<file path="src/rtl/ps2_key_event_queue.sv">
// ps2_key_event_queue
//   Turns the raw Set-2 scan-code byte stream from a PS/2 receiver into single
//   key events {brk, ext, code}. It can optionally drop typematic repeats, and it
//   queues the events in a show-ahead FIFO that the application drains at its own pace.
// Ports
//   clk        system clock, rising edge
//   rst        asynchronous active-high reset
//   byte_in    scan-code byte, qualified by byte_tick
//   byte_tick  one-cycle strobe: byte_in holds a new byte
//   rd_en      pop the head event (ignored while empty)
//   clr_ovf    clear the sticky overflow flag
//   ev_data    head event [9]=brk [8]=ext [7:0]=code, valid while empty=0
//   empty      no events stored
//   full       DEPTH events stored
//   count      number of stored events, 0..DEPTH
//   overflow   sticky: an event was lost because the FIFO was full
module ps2_key_event_queue #(
    parameter int DEPTH         = 16,
    parameter int ADDR_W        = 4,
    parameter bit FILTER_REPEAT = 1'b1
) (
    input  logic              clk,
    input  logic              rst,
    input  logic [7:0]        byte_in,
    input  logic              byte_tick,
    input  logic              rd_en,
    input  logic              clr_ovf,
    output logic [9:0]        ev_data,
    output logic              empty,
    output logic              full,
    output logic [ADDR_W:0]   count,
    output logic              overflow
);

    typedef enum logic [1:0] {
        ST_IDLE    = 2'd0,
        ST_EXT     = 2'd1,
        ST_BRK     = 2'd2,
        ST_EXT_BRK = 2'd3
    } state_t;

    state_t              state_r, state_nxt_s;
    logic                emit_s, ev_brk_s, ev_ext_s;
    logic [9:0]          ev_s;
    logic                push_req_s, last_load_s, last_clr_s;
    logic                pop_s, push_acc_s, ovf_set_s;
    logic [8:0]          last_key_r;
    logic                last_vld_r;
    logic [9:0]          mem_r [DEPTH];
    logic [ADDR_W-1:0]   wr_ptr_r, rd_ptr_r, rd_nxt_s;
    logic [ADDR_W:0]     count_r, count_nxt_s;
    logic                empty_r, full_r, overflow_r;
    logic [9:0]          ev_data_r;

    // Prefix decoder: E0/F0 accumulate in the state, data bytes emit an event.
    always_comb begin
        state_nxt_s = state_r;
        emit_s      = 1'b0;
        ev_brk_s    = 1'b0;
        ev_ext_s    = 1'b0;
        if (byte_tick) begin
            case (byte_in)
                8'h00, 8'hAA, 8'hEE, 8'hFA, 8'hFC, 8'hFE, 8'hFF: begin
                    // Device responses/errors abort any partial sequence.
                    state_nxt_s = ST_IDLE;
                end
                8'hE1: begin
                    // Pause prefix is swallowed; its payload decodes as ordinary bytes.
                    state_nxt_s = state_r;
                end
                8'hE0: begin
                    case (state_r)
                        ST_IDLE:    state_nxt_s = ST_EXT;
                        ST_EXT:     state_nxt_s = ST_EXT;
                        ST_BRK:     state_nxt_s = ST_EXT_BRK;
                        ST_EXT_BRK: state_nxt_s = ST_EXT_BRK;
                        default:    state_nxt_s = ST_IDLE;
                    endcase
                end
                8'hF0: begin
                    case (state_r)
                        ST_IDLE:    state_nxt_s = ST_BRK;
                        ST_EXT:     state_nxt_s = ST_EXT_BRK;
                        ST_BRK:     state_nxt_s = ST_BRK;
                        ST_EXT_BRK: state_nxt_s = ST_EXT_BRK;
                        default:    state_nxt_s = ST_IDLE;
                    endcase
                end
                default: begin
                    emit_s      = 1'b1;
                    ev_brk_s    = (state_r == ST_BRK) || (state_r == ST_EXT_BRK);
                    ev_ext_s    = (state_r == ST_EXT) || (state_r == ST_EXT_BRK);
                    state_nxt_s = ST_IDLE;
                end
            endcase
        end else begin
            state_nxt_s = state_r;
        end
    end

    assign ev_s = {ev_brk_s, ev_ext_s, byte_in};

    // Repeat filter: a make matching the last make (no break since) is dropped.
    always_comb begin
        push_req_s  = 1'b0;
        last_load_s = 1'b0;
        last_clr_s  = 1'b0;
        if (emit_s) begin
            if (ev_brk_s) begin
                push_req_s = 1'b1;
                last_clr_s = 1'b1;
            end else if (FILTER_REPEAT && last_vld_r && (last_key_r == {ev_ext_s, byte_in})) begin
                push_req_s = 1'b0;
            end else begin
                push_req_s  = 1'b1;
                last_load_s = 1'b1;
            end
        end else begin
            push_req_s = 1'b0;
        end
    end

    // FIFO handshake. While full, a push is taken only when a pop frees the slot.
    always_comb begin
        pop_s      = rd_en && !empty_r;
        push_acc_s = push_req_s && (!full_r || pop_s);
        ovf_set_s  = push_req_s && full_r && !pop_s;
        rd_nxt_s   = pop_s ? (rd_ptr_r + {{(ADDR_W-1){1'b0}}, 1'b1}) : rd_ptr_r;
        if (push_acc_s && !pop_s) begin
            count_nxt_s = count_r + {{ADDR_W{1'b0}}, 1'b1};
        end else if (pop_s && !push_acc_s) begin
            count_nxt_s = count_r - {{ADDR_W{1'b0}}, 1'b1};
        end else begin
            count_nxt_s = count_r;
        end
    end

    // Decoder state and last-make register.
    always_ff @(posedge clk or posedge rst) begin
        if (rst) begin
            state_r    <= ST_IDLE;
            last_key_r <= 9'd0;
            last_vld_r <= 1'b0;
        end else begin
            state_r <= state_nxt_s;
            if (last_clr_s) begin
                last_vld_r <= 1'b0;
            end else if (last_load_s) begin
                last_key_r <= {ev_ext_s, byte_in};
                last_vld_r <= 1'b1;
            end
        end
    end

    // Event storage; no reset needed since entries are only read once written.
    always_ff @(posedge clk) begin
        if (push_acc_s) begin
            mem_r[wr_ptr_r] <= ev_s;
        end
    end

    // Pointers, flags and the registered show-ahead head.
    always_ff @(posedge clk or posedge rst) begin
        if (rst) begin
            wr_ptr_r   <= {ADDR_W{1'b0}};
            rd_ptr_r   <= {ADDR_W{1'b0}};
            count_r    <= {(ADDR_W+1){1'b0}};
            empty_r    <= 1'b1;
            full_r     <= 1'b0;
            overflow_r <= 1'b0;
            ev_data_r  <= 10'd0;
        end else begin
            if (push_acc_s) begin
                wr_ptr_r <= wr_ptr_r + {{(ADDR_W-1){1'b0}}, 1'b1};
            end
            rd_ptr_r <= rd_nxt_s;
            count_r  <= count_nxt_s;
            empty_r  <= (count_nxt_s == {(ADDR_W+1){1'b0}});
            full_r   <= (count_nxt_s == DEPTH[ADDR_W:0]);
            // A dropping push wins over a same-cycle clear.
            if (ovf_set_s) begin
                overflow_r <= 1'b1;
            end else if (clr_ovf) begin
                overflow_r <= 1'b0;
            end
            // The new head bypasses memory when it is being written this same edge.
            if (push_acc_s && (wr_ptr_r == rd_nxt_s)) begin
                ev_data_r <= ev_s;
            end else begin
                ev_data_r <= mem_r[rd_nxt_s];
            end
        end
    end

    assign ev_data  = ev_data_r;
    assign empty    = empty_r;
    assign full     = full_r;
    assign count    = count_r;
    assign overflow = overflow_r;

endmodule

</file>
<file path="config.mk">
export PLATFORM = sky130hd
export DESIGN_NAME = ps2_key_event_queue
export DESIGN_NICKNAME = d
export VERILOG_FILES = /design/src/rtl/ps2_key_event_queue.sv
export SDC_FILE = /design/constraint.sdc
export NUM_CORES = 1
export LEC_CHECK = 0
export CORE_ASPECT_RATIO = 0.6
export CORE_MARGIN = 1
export CORE_UTILIZATION = 41
export DETAILED_ROUTE_END_ITERATION = 6
export HOLD_SLACK_MARGIN = 0.08
export PLACE_DENSITY = 0.66
export SLEW_MARGIN = 25
export SYNTH_ARGS = -nofsm -noshare
export SYNTH_HDL_FRONTEND = slang
export SYNTH_SLANG_ARGS = --single-unit
</file>
<file path="constraint.sdc">
create_clock -name clk -period 2.6 [get_ports clk]
set_input_delay 0.65 -clock clk [delete_from_list [all_inputs] [get_ports clk]]
set_output_delay 0.65 -clock clk [all_outputs]
set_load 0.01 [all_outputs]
</file>
==> run_1/met1.png <==
Scale bar: 50 um.
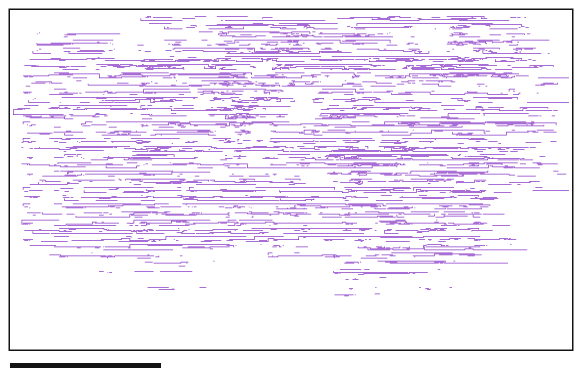
- share of all routed wire: 48%
- longest straight run: 54.3 um
- nets with wire on the layer: 577
- wire length on this layer: 9,170 um
via count: 4,691
M1 GR Usage: 0.2821
routed wire length: 19,230 um

==> run_1/met3.png <==
Scale bar: 50 um. Cells faint in the background.
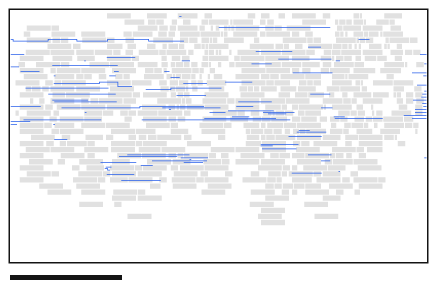
- nets with wire on the layer: 68
- wire length on this layer: 1,170 um
- main direction: horizontal
- longest straight run: 66.2 um
- share of all routed wire: 6.1%

==> flow_metrics.env, run 1 <==
# source this file to load flow results
export IMPL_p_leak_nw=3.997
export IMPL_setup_tns_final_ns=0
export IMPL_yosys_area_mm2=0.008393
export IMPL_rr_endpoint="ev_data[5]$_DFF_PP0_"
export IMPL_grt_pass1_vias=4736
export IMPL_routed_top_layer="met4"
export IMPL_clock_latency_ns=0.43
export IMPL_hold_end="last_vld_r$_DFFE_PP0P_"
export IMPL_critPathMaxFanout=5
export IMPL_cp_endpoint="mem_r[6][8]$_DFFE_PP_"
export IMPL_clockBufferDepth=2
export IMPL_final_common_cell="edfxtp_1"
export IMPL_nClkBuffers=17
export IMPL_chipArea_mm2=0.02107
export IMPL_slew_headroom=0.5755
export IMPL_flop_count=198
export IMPL_p_clk_mw=2.62
export IMPL_cpPeakStageDelay_ns=0.25
export IMPL_pwr_share_clk=0.213
export IMPL_layout_min_cycle_time_ns=2.558
export IMPL_taps=273
export IMPL_hold_class="flop to flop"
export IMPL_min_path_cells=2
export IMPL_h_tree_depth=4
export IMPL_fp_nets=509
export IMPL_place_congestion=0.8182
export IMPL_critical_path_slowest_cell="dlygate4sd2_1"
export IMPL_synth_most_common_cell="edfxtp_1"
export IMPL_top_cells_by_count="edfxtp_1 (160), mux2i_1 (96), dfrtp_1 (37), nand2_1 (21), mux4_2 (20)"
export IMPL_yosys_cells=489
export IMPL_cts_tree="built"
export IMPL_placementRows=40
export IMPL_route_met2_wl_um=8607
export IMPL_maxCapViolCount=0
export IMPL_root_buffer="clkbuf_16"
export IMPL_seqPwrFrac=0.344
export IMPL_edf_count=160
export IMPL_die_h_um=112.8
export IMPL_synth_cells=489
export IMPL_ys_sh_mux=0.1919
export IMPL_dpl_worst_slack_ns=-0.9796
export IMPL_worst_slew_pin_slew_ns=0.6367
export IMPL_post_cts_buffers=22
export IMPL_grt_pass1_wl_um=29100
export IMPL_yosysTopAreaCell="edfxtp_1"
export IMPL_antenna_found_initial=0
export IMPL_seq_power_mw=4.24
export IMPL_ys_async_sr_fraction=0.1919
export IMPL_synth_flop_count=198
export IMPL_r2r_slack_ns=0.10
export IMPL_p_sw_frac=0.3431
export IMPL_logic_area_mm2=0.002751
export IMPL_p_total_mw=12.31
export IMPL_simple_gate_share=0.04264
export IMPL_drcViolationCount=0
export IMPL_status="completed"
export IMPL_syn_area_mm2=0.008393
export IMPL_topCombFamilyByArea="multiplexers"
export IMPL_netlist_area_leader_share=0.5725
export IMPL_path_class="input port to flop"
==> run_1/met2.png <==
Scale bar: 50 um. Cells faint in the background.
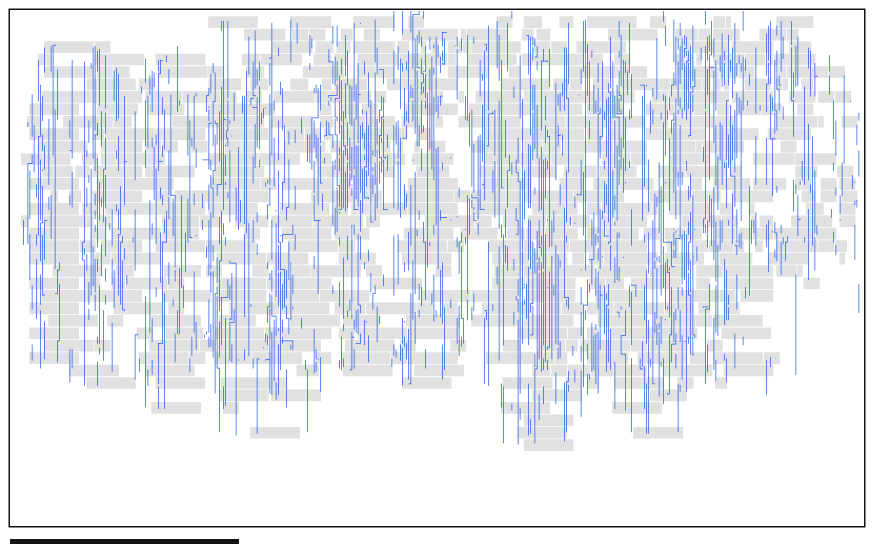
- longest straight run: 54.7 um
- wire length on this layer: 8,610 um
- share of all routed wire: 45%
- nets with wire on the layer: 541
- main direction: vertical

==> run_1/final_congestion.png <==
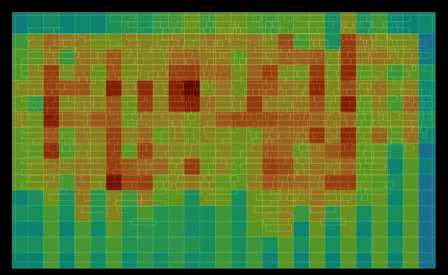
grt met2 use: 0.2808
Most Used Layer, Global Route: met1
Final Util: 0.5374
routing usage on met3: 0.04249
WL per Instance: 21.70 um

==> run 2, diff against run 1 <==
Settings changed: CORE_MARGIN 1 to 3, CORE_UTILIZATION 41 to 56, PLACE_DENSITY 0.66 to 0.83.
Clock period 2.6 ns to 3.1 ns, I/O delays scaled along.
==> run_2/met4.png <==
Scale bar: 50 um.
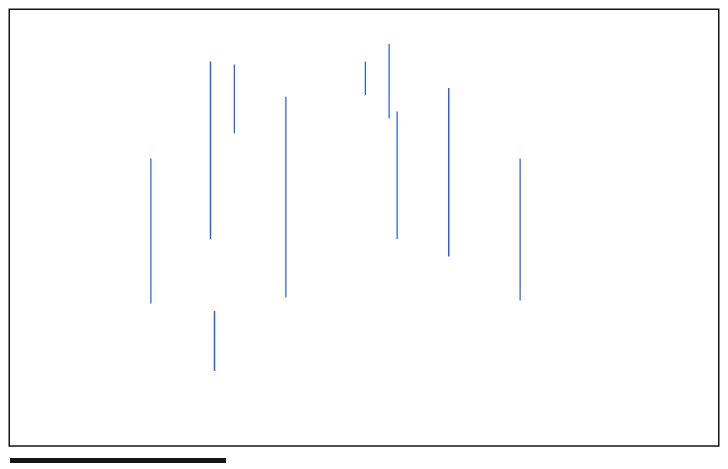
- nets with wire on the layer: 6
- wire length on this layer: 275 um
routed wire length: 17,670 um
via count: 4,603

==> run_2/final_congestion.png <==
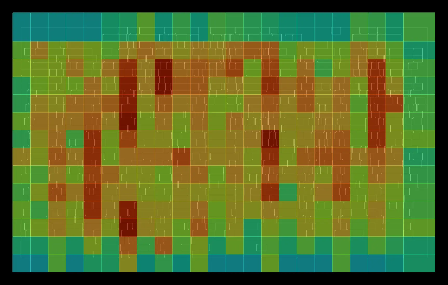
Total GRT Usage: 0.2271
WL per Instance: 22.31 um
grt met2 use: 0.3557
routing usage on met3: 0.04639
M1 GR Usage: 0.3262

==> flow_metrics.env, run 2 <==
# source this file to load flow results
export IMPL_area_growth_pct=20.98
export IMPL_seqPwrFrac=0.361
export IMPL_clockBufferDepth=2
export IMPL_period_used=0.9595
export IMPL_edf_count=160
export IMPL_core_area_mm2=0.01416
export IMPL_flop_count=198
export IMPL_finalCoreUtilization=0.7169
export IMPL_pwr_share_clk=0.220
export IMPL_hold_end="last_key_r[4]$_DFFE_PP0P_"
export IMPL_diodes=0
export IMPL_final_common_cell="edfxtp_1"
export IMPL_rsz0062_at_grt="no"
export IMPL_yosys_area_mm2=0.008393
export IMPL_cpPeakStageDelay_ns=0.45
export IMPL_layout_min_cycle_time_ns=2.975
export IMPL_root_buffer="clkbuf_16"
export IMPL_top_cells_by_count="edfxtp_1 (160), mux2i_1 (96), dfrtp_1 (37), nand2_1 (21), mux4_2 (20)"
export IMPL_path_class="input port to flop"
export IMPL_fp_nets=509
export IMPL_slew_headroom=0.4181
export IMPL_grt_pass1_wl_um=27160
export IMPL_ys_async_sr_fraction=0.1919
export IMPL_h_tree_depth=4
export IMPL_placementRows=33
export IMPL_p_total_mw=9.783
export IMPL_place_congestion=0.8999
export IMPL_worst_slew_pin_slew_ns=0.8696
export IMPL_min_path_cells=2
export IMPL_chipArea_mm2=0.01654
export IMPL_setup_tns_final_ns=0
export IMPL_cp_num_buf_inv=3
export IMPL_taps=192
export IMPL_grt_pass1_vias=4704
export IMPL_syn_area_mm2=0.008393
export IMPL_topCombFamilyByArea="multiplexers"
export IMPL_die_h_um=100.8
export IMPL_top_usage_layer="met2"
export IMPL_end_kind="flop"
export IMPL_p_clk_mw=2.16
export IMPL_seq_power_mw=3.54
export IMPL_layout_comb_gates_multi_input=256
export IMPL_synth_flop_count=198
export IMPL_clock_latency_ns=0.44
export IMPL_route_met2_wl_um=8393
export IMPL_avgSynthCellArea_um2=17.16
export IMPL_nClkBuffers=18
export IMPL_antenna_found_initial=0
export IMPL_cp_endpoint="mem_r[15][8]$_DFFE_PP_"
export IMPL_drcViolationCount=0
export IMPL_seq_share=0.5670
export IMPL_ys_sh_mux=0.1919
export IMPL_cts_tree="built"
export IMPL_critical_path_slowest_cell="clkdlybuf4s50_1"
export IMPL_post_cts_buffers=0
export IMPL_logic_area_mm2=0.002512
export IMPL_simple_gate_share=0.04264
export IMPL_synth_most_common_cell="edfxtp_1"
export IMPL_rr_endpoint="ev_data[8]$_DFF_PP0_"
export IMPL_p_leak_nw=3.829
export IMPL_routed_top_layer="met4"
export IMPL_area_leaders="edfxtp_1 (57%), mux2i_1 (11%), dfrtp_1 (11%)"
export IMPL_p_sw_frac=0.3217
export IMPL_status="completed"
export IMPL_dpl_worst_slack_ns=-0.2710
export IMPL_yosys_cells=489
export IMPL_netlist_area_leader_share=0.5725
export IMPL_comb_share=0.2474
export IMPL_portBuffers=30
export IMPL_critPathMaxFanout=10
export IMPL_r2r_slack_ns=0.71
export IMPL_hold_class="flop to flop"
==> run_2/met2.png <==
Scale bar: 50 um. Cells faint in the background.
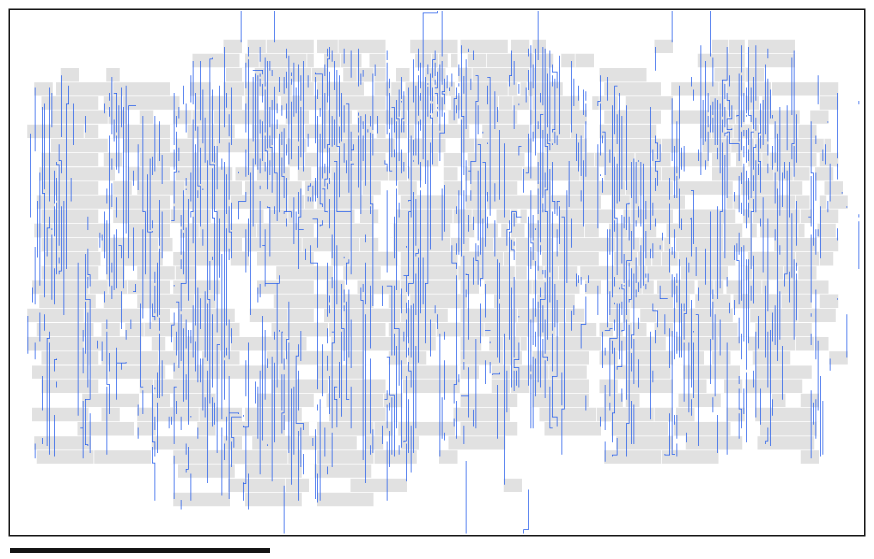
- wire length on this layer: 8,390 um
- main direction: vertical
- nets with wire on the layer: 535
- share of all routed wire: 48%

